$ cat config.mk
export PLATFORM = sky130hd
export DESIGN_NAME = serial_bcd_collector
export DESIGN_NICKNAME = d
export VERILOG_FILES = /design/src/rtl/serial_bcd_collector_pkg.sv /design/src/rtl/serial_bcd_collector_nibble_shifter.sv /design/src/rtl/serial_bcd_collector.sv
export SDC_FILE = /design/constraint.sdc
export NUM_CORES = 1
export LEC_CHECK = 0
export CORE_MARGIN = 1.5
export CORE_UTILIZATION = 48
export DETAILED_ROUTE_END_ITERATION = 10
export PLACE_DENSITY = 0.74
export RECOVER_POWER = 25
export SYNTH_ARGS = -nofsm -noshare
export SYNTH_HDL_FRONTEND = slang
export SYNTH_SLANG_ARGS = --single-unit
$ cat constraint.sdc
create_clock -name Clk -period 1.6 [get_ports Clk]
set_input_delay 0.32 -clock Clk [delete_from_list [all_inputs] [get_ports Clk]]
set_output_delay 0.32 -clock Clk [all_outputs]
set_load 0.005 [all_outputs]
$ cat src/rtl/serial_bcd_collector_pkg.sv
// Shared definitions for the serial BCD collector: FSM encoding and nibble constants.
package serial_bcd_collector_pkg;

  localparam int NIBBLE_W = 4;
  localparam logic [NIBBLE_W-1:0] BCD_MAX = 4'd9;

  typedef enum logic {
    ST_IDLE  = 1'b0,
    ST_SHIFT = 1'b1
  } state_t;

endpackage

$ cat src/rtl/serial_bcd_collector_nibble_shifter.sv
// LSB-first 4-bit nibble assembler. The last bit is not stored; it is merged
// combinationally so the full nibble is available on the edge that completes it.
module bcd_nibble_shifter
  import serial_bcd_collector_pkg::*;
(
  input  logic                Clk,
  input  logic                Rst,
  input  logic                i_restart,
  input  logic                i_shift,
  input  logic                i_bit,
  output logic [NIBBLE_W-1:0] o_nibble,
  output logic                o_done
);

  logic [1:0] r_count;
  logic [2:0] r_bits;

  always_ff @(posedge Clk) begin
    if (Rst) begin
      r_count <= 2'd0;
    end else if (i_restart) begin
      r_count <= 2'd1;
    end else if (i_shift) begin
      r_count <= r_count + 2'd1;
    end
  end

  // Bit storage needs no reset: a restart always rewrites bit0 and clears the rest.
  always_ff @(posedge Clk) begin
    if (i_restart) begin
      r_bits <= {2'b00, i_bit};
    end else if (i_shift && (r_count != 2'd3)) begin
      r_bits[r_count] <= i_bit;
    end
  end

  assign o_nibble = {i_bit, r_bits};
  assign o_done   = i_shift && !i_restart && (r_count == 2'd3);

endmodule

$ cat src/rtl/serial_bcd_collector.sv
// Collects serial LSB-first BCD bits into nibbles and NDIGITS-digit words,
// flags bad digits, framing errors and word overrun, with a valid/ack output.
module serial_bcd_collector
  import serial_bcd_collector_pkg::*;
#(
  parameter int NDIGITS = 4
) (
  input  logic                    Clk,
  input  logic                    Rst,
  input  logic                    Z_in,
  input  logic                    BitValid,
  input  logic                    DigitStart,
  output logic [NIBBLE_W-1:0]     Digit,
  output logic                    DigitValid,
  output logic                    DigitBad,
  output logic [4*NDIGITS-1:0]    BCD_Word,
  output logic                    WordValid,
  input  logic                    WordAck,
  output logic                    WordBad,
  output logic                    FrameErr,
  output logic                    Overrun
);

  localparam int IDX_W = (NDIGITS > 1) ? $clog2(NDIGITS) : 1;
  localparam logic [IDX_W-1:0] LAST_IDX = IDX_W'(NDIGITS - 1);

  state_t r_state, w_state_nxt;

  logic                  w_restart;
  logic                  w_shift;
  logic                  w_frame_err;
  logic                  w_done;
  logic                  w_nib_bad;
  logic                  w_word_done;
  logic [NIBBLE_W-1:0]   w_nibble;
  logic [4*NDIGITS-1:0]  w_full;

  logic [IDX_W-1:0]      r_idx;
  logic [4*NDIGITS-1:0]  r_asm;
  logic                  r_acc_bad;
  logic [NIBBLE_W-1:0]   r_digit;
  logic                  r_digit_valid;
  logic                  r_digit_bad;
  logic [4*NDIGITS-1:0]  r_word;
  logic                  r_word_valid;
  logic                  r_word_bad;
  logic                  r_frame_err;
  logic                  r_overrun;

  bcd_nibble_shifter u_shifter (
    .Clk       (Clk),
    .Rst       (Rst),
    .i_restart (w_restart),
    .i_shift   (w_shift),
    .i_bit     (Z_in),
    .o_nibble  (w_nibble),
    .o_done    (w_done)
  );

  always_ff @(posedge Clk) begin
    if (Rst) begin
      r_state <= ST_IDLE;
    end else begin
      r_state <= w_state_nxt;
    end
  end

  always_comb begin
    w_state_nxt = r_state;
    w_restart   = 1'b0;
    w_shift     = 1'b0;
    w_frame_err = 1'b0;
    case (r_state)
      ST_IDLE: begin
        if (BitValid) begin
          if (DigitStart) begin
            w_restart   = 1'b1;
            w_state_nxt = ST_SHIFT;
          end else begin
            w_frame_err = 1'b1;
          end
        end
      end
      ST_SHIFT: begin
        if (BitValid) begin
          if (DigitStart) begin
            w_frame_err = 1'b1;
            w_restart   = 1'b1;
          end else begin
            w_shift = 1'b1;
            if (w_done) w_state_nxt = ST_IDLE;
          end
        end
      end
      default: w_state_nxt = ST_IDLE;
    endcase
  end

  // Completed word image: stored slots with the finishing nibble dropped into slot r_idx.
  always_comb begin
    w_full                 = r_asm;
    w_full[4*r_idx +: 4]   = w_nibble;
  end

  assign w_nib_bad   = (w_nibble > BCD_MAX);
  assign w_word_done = w_done && (r_idx == LAST_IDX);

  always_ff @(posedge Clk) begin
    if (w_done) r_asm <= w_full;
  end

  always_ff @(posedge Clk) begin
    if (Rst) begin
      r_idx         <= '0;
      r_acc_bad     <= 1'b0;
      r_digit       <= '0;
      r_digit_valid <= 1'b0;
      r_digit_bad   <= 1'b0;
      r_word        <= '0;
      r_word_valid  <= 1'b0;
      r_word_bad    <= 1'b0;
      r_frame_err   <= 1'b0;
      r_overrun     <= 1'b0;
    end else begin
      r_digit_valid <= w_done;
      r_frame_err   <= w_frame_err;
      if (r_word_valid && WordAck) r_word_valid <= 1'b0;
      if (w_done) begin
        r_digit     <= w_nibble;
        r_digit_bad <= w_nib_bad;
        if (w_word_done) begin
          r_idx     <= '0;
          r_acc_bad <= 1'b0;
          // A pending word is only replaced if it is acked on this same edge.
          if (!r_word_valid || WordAck) begin
            r_word       <= w_full;
            r_word_bad   <= r_acc_bad || w_nib_bad;
            r_word_valid <= 1'b1;
          end else begin
            r_overrun <= 1'b1;
          end
        end else begin
          r_idx     <= r_idx + IDX_W'(1);
          r_acc_bad <= r_acc_bad || w_nib_bad;
        end
      end
    end
  end

  assign Digit      = r_digit;
  assign DigitValid = r_digit_valid;
  assign DigitBad   = r_digit_bad;
  assign BCD_Word   = r_word;
  assign WordValid  = r_word_valid;
  assign WordBad    = r_word_bad;
  assign FrameErr   = r_frame_err;
  assign Overrun    = r_overrun;

endmodule

==> summary.txt <==
Implementation results are summarized by area below.

Status
The run finished with clean final reports.

Worst setup path
The number of cells on the critical path is 1. The slowest stage of the critical path is the clkdlybuf4s50_1 cell. The required time at the worst endpoint is listed as 1.28 ns. Traced cell by cell, the critical path runs through clkdlybuf4s50_1. The worst setup path endpoint is BCD_Word[15]. Per STA, the highest per-stage delay on the worst path measures 0.51 ns. The timing report notes that buffer and inverter cells on the critical path total 1. The setup slack of the worst register-to-register path is about 0.11 ns. The kind of critical path is reg2out. The kind of launch point of the worst setup path is a flop.

The endpoint identified for the worst register-to-register timing path is BCD_Word[10]. The data arrival time at the worst-slack endpoint is 1.18 ns. STA classifies the critical path endpoint as an output port. The startpoint identified for the worst register-to-register timing path is r_idx[0].

Logic synthesis
Per the synthesis report, the adder-cell share of the synthesized area is 0.05251. The number of warning messages in the yosys log is 0. Counting every instance in the synthesized netlist gives 223. Of the combinational cells, the family taking the most area is simple AND/OR/NAND/NOR gates.

The count of state elements after synthesis is slightly below 50. Averaged over all synthesized cells, the footprint is 9.617 sq um. The yosys synthesis chip area is 2145 sq um.

The number of distinct library cells after synthesis is around 40. Of the total synthesized cell area, the portion taken by XOR and XNOR cells is 0.004084. The count of library flops with an enable pin is 15. In the Yosys report the total cell count is 223. After synthesis, the share of flip-flops with an asynchronous set or reset is 0.

The post-synthesis instance area is 2145 sq um. Summing all multiplexer cells gives an area fraction of 0.

Pwr
The total leakage power is ~1.1 nW. IR analysis of the VDD net gives a maximum drop of 0.5397 mV.

Drt
The routed design shows a wire length per standard cell of around 14 um. The routed design shows a via density per instance of ~5.3. Routed signal wires occupy layers up through met4. The count of nets left with antenna violations once routing finished came out at 0. The total wire length is 4736 um. Detailed routing placed a total of 2295 um of wire on met2. Across all layers, the routed design uses approximately 1.7k vias.

Placed design
The HPWL after detailed placement is 3252 um. The routability congestion estimate is 0.8010. The number of cells in the design after placement is 317. The instance area after placement is 2704 sq um.

Clock network
The CTS tree is built. The clock tree root driver cell is clkbuf_8. The post-cts resize count is 0. Looking at the clock tree report, the H-tree level count equals 2. The post-CTS clock slew at the launch and capture registers of the worst setup and hold paths is 0.09 ns. The worst-skew pair later-pin latency is 0.30 ns. Counting every sink on the clock net gives 49.

Final timing
Adding up every negative setup slack in the final design gives 0 ns. Measured against its own limit, the worst slew margin works out to 0.7768. The transition time at the pin with the least slew margin is 0.3327 ns. The peak clock frequency supported by timing is 667.4 MHz. In the final report, the number of pins over their slew limit comes to 0. In the finished design, the share of the clock period the worst path needs comes to 0.9364. The smallest setup slack after layout is 0.1018 ns. The final-report hold violation count is 0. In the final report, the number of endpoints failing setup comes to 0. Setup repair after global routing left no endpoint under its margin. The most critical hold endpoint after final layout shows a slack of 0.4541 ns.

Layout
The most area-hungry cell class in the final design is sequential cells. The non-clock inverter instance count of the final layout is 25. The area of the multi-input gates is 963.4 sq um. After layout, the clock buffer instance count stands at 8.

The layout has 59 buffers outside the clock class. The final layout contains 291 nets. By instance count after routing, the leading logic cell types are dfxtp_1 (30), clkdlybuf4s50_1 (29), nor2_1 (26), buf_4 (24), inv_1 (21).

There are 49 flip-flops and latches. The final report lists a non-filler cell total of roughly 330. Multi-input logic gates represent a cell area share of 0.3339.

From synthesis to final layout, the design area changed by 34.54%. The layout contains a multi-input combinational cell count of 136. The number of flip-flops in the largest register is 16. The number of antenna diodes in the final layout is 0.

The fraction of layout instances using a drive strength above 1 is 0.2202. Measured on the final layout, buffering overhead outside the clock network stands at 0.1843. Across the whole layout, storage elements account for 1141 sq um.

The final instance area is 2885 sq um. The top cell type in the final layout, fill and taps aside, is dfxtp_1. The share of final layout cell area taken by clock buffers and inverters is 0.03122.

GRT
The number of global-route vias before repair is roughly 1.7k. The global-route met1 utilization is 0.2472. The most heavily used metal layer in global routing is met2. The total overflow left after global routing is 0.

The initial antenna violation count was 0. For this run, global-route usage on met3 was measured as 0.05523. The first global-routing pass estimated roughly 7600 um of wire.

Floorplan
The top-level I/O count is 32. The die width is 69.84 um. Measured along the y axis, the die boundary spans 69.84 um. The number of tapcells is 52. At the floorplan stage, the core utilization is reported as 0.4959. Row generation in the floorplan step produced 24 rows.

Min path
STA lists the startpoint of the worst hold path as Digit[2]. The path with the worst hold slack has its endpoint at Digit[2]. The cell count of the worst hold path is 2.

Run
The warning total across the stage logs is 33.
-- synthesized netlist by cell type, drive strengths merged (2+ instances only) --
library cell,n,area [sq um]
dfxtp,34,680.7
nor2,26,97.59
inv,24,90.09
nand2,16,60.06
edfxtp,15,450.4
o21a,12,90.09
a21oi,11,55.05
nor3,11,71.32
nand3,10,50.05
ha,9,112.6
o21ai,9,48.80
buf,8,47.54
clkbuf,5,20.01
o22ai,4,25.02
o32ai,4,35.03
nor3b,3,22.52
a221oi,2,17.52
a22oi,2,15.01
a31o,2,17.52
nand2b,2,12.51
nand3b,2,15.01
nand4b,2,23.77
-- power breakdown --
part / total, W / switching (W) / internal, W
Combinational: 0.0000893 / 0.0000489 / 0.0000404
Sequential: 0.00129 / 0.0000108 / 0.00128
Clock: 0.000745 / 0.000392 / 0.000353
**Layout detail**

Window x 22 to 47, y 22 to 47 um. Cells in grey, sequential cells in the stronger grey; small squares are vias.
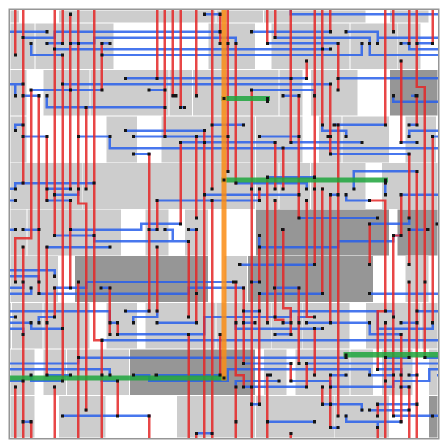
metal 4: shown in orange. metal 3: shown in green. metal 1: shown in blue. metal 2: shown in red.
56 logic cells have their middle in the window. Most frequent: nand3_1 (8), buf_4 (7). Netlist names of flops here include `r_idx` (2), `u_shifter.r_bits` (2). Sequential cells in the window: 4.

**Clock wires, drivers and flops**

Drawn at 8 px/um.
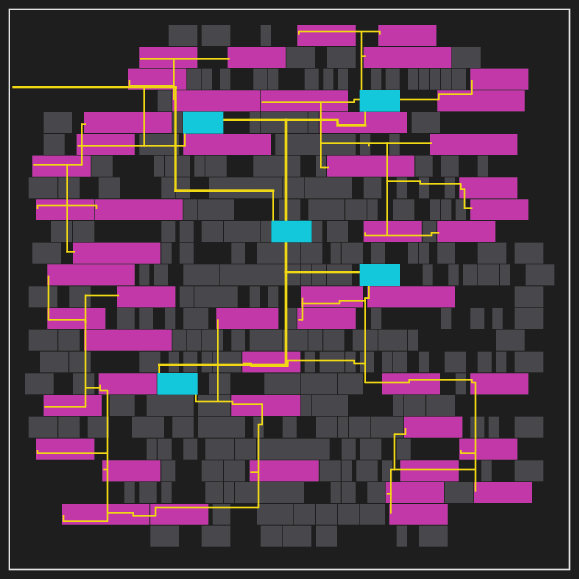
clock wires: shown in yellow, length 550 um. clock drivers: shown in cyan, count 5. flip-flops: shown in magenta, count 49.
There are 6 routed clock nets.
setup skew after layout: 0.009057 ns
clock-net power: 0.000745 W

**Placed cells, one colour a class**

Drawn at 6 px/um. Fill, decap, tap and diode cells in grey.
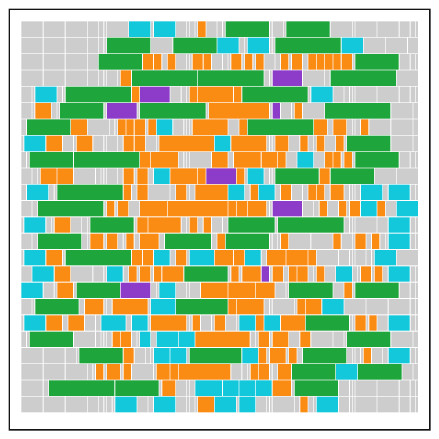
sequential cells: shown in green, cells 49. combinational and other logic: shown in orange, cells 161. clock drivers and dummy loads: shown in purple, cells 8. remaining buffers and delay cells: shown in cyan, cells 59.
flop share of the area: 0.3955
utilization of the core after routing: 0.6672

No activity file was given, so power comes from the tool's default toggle rates.
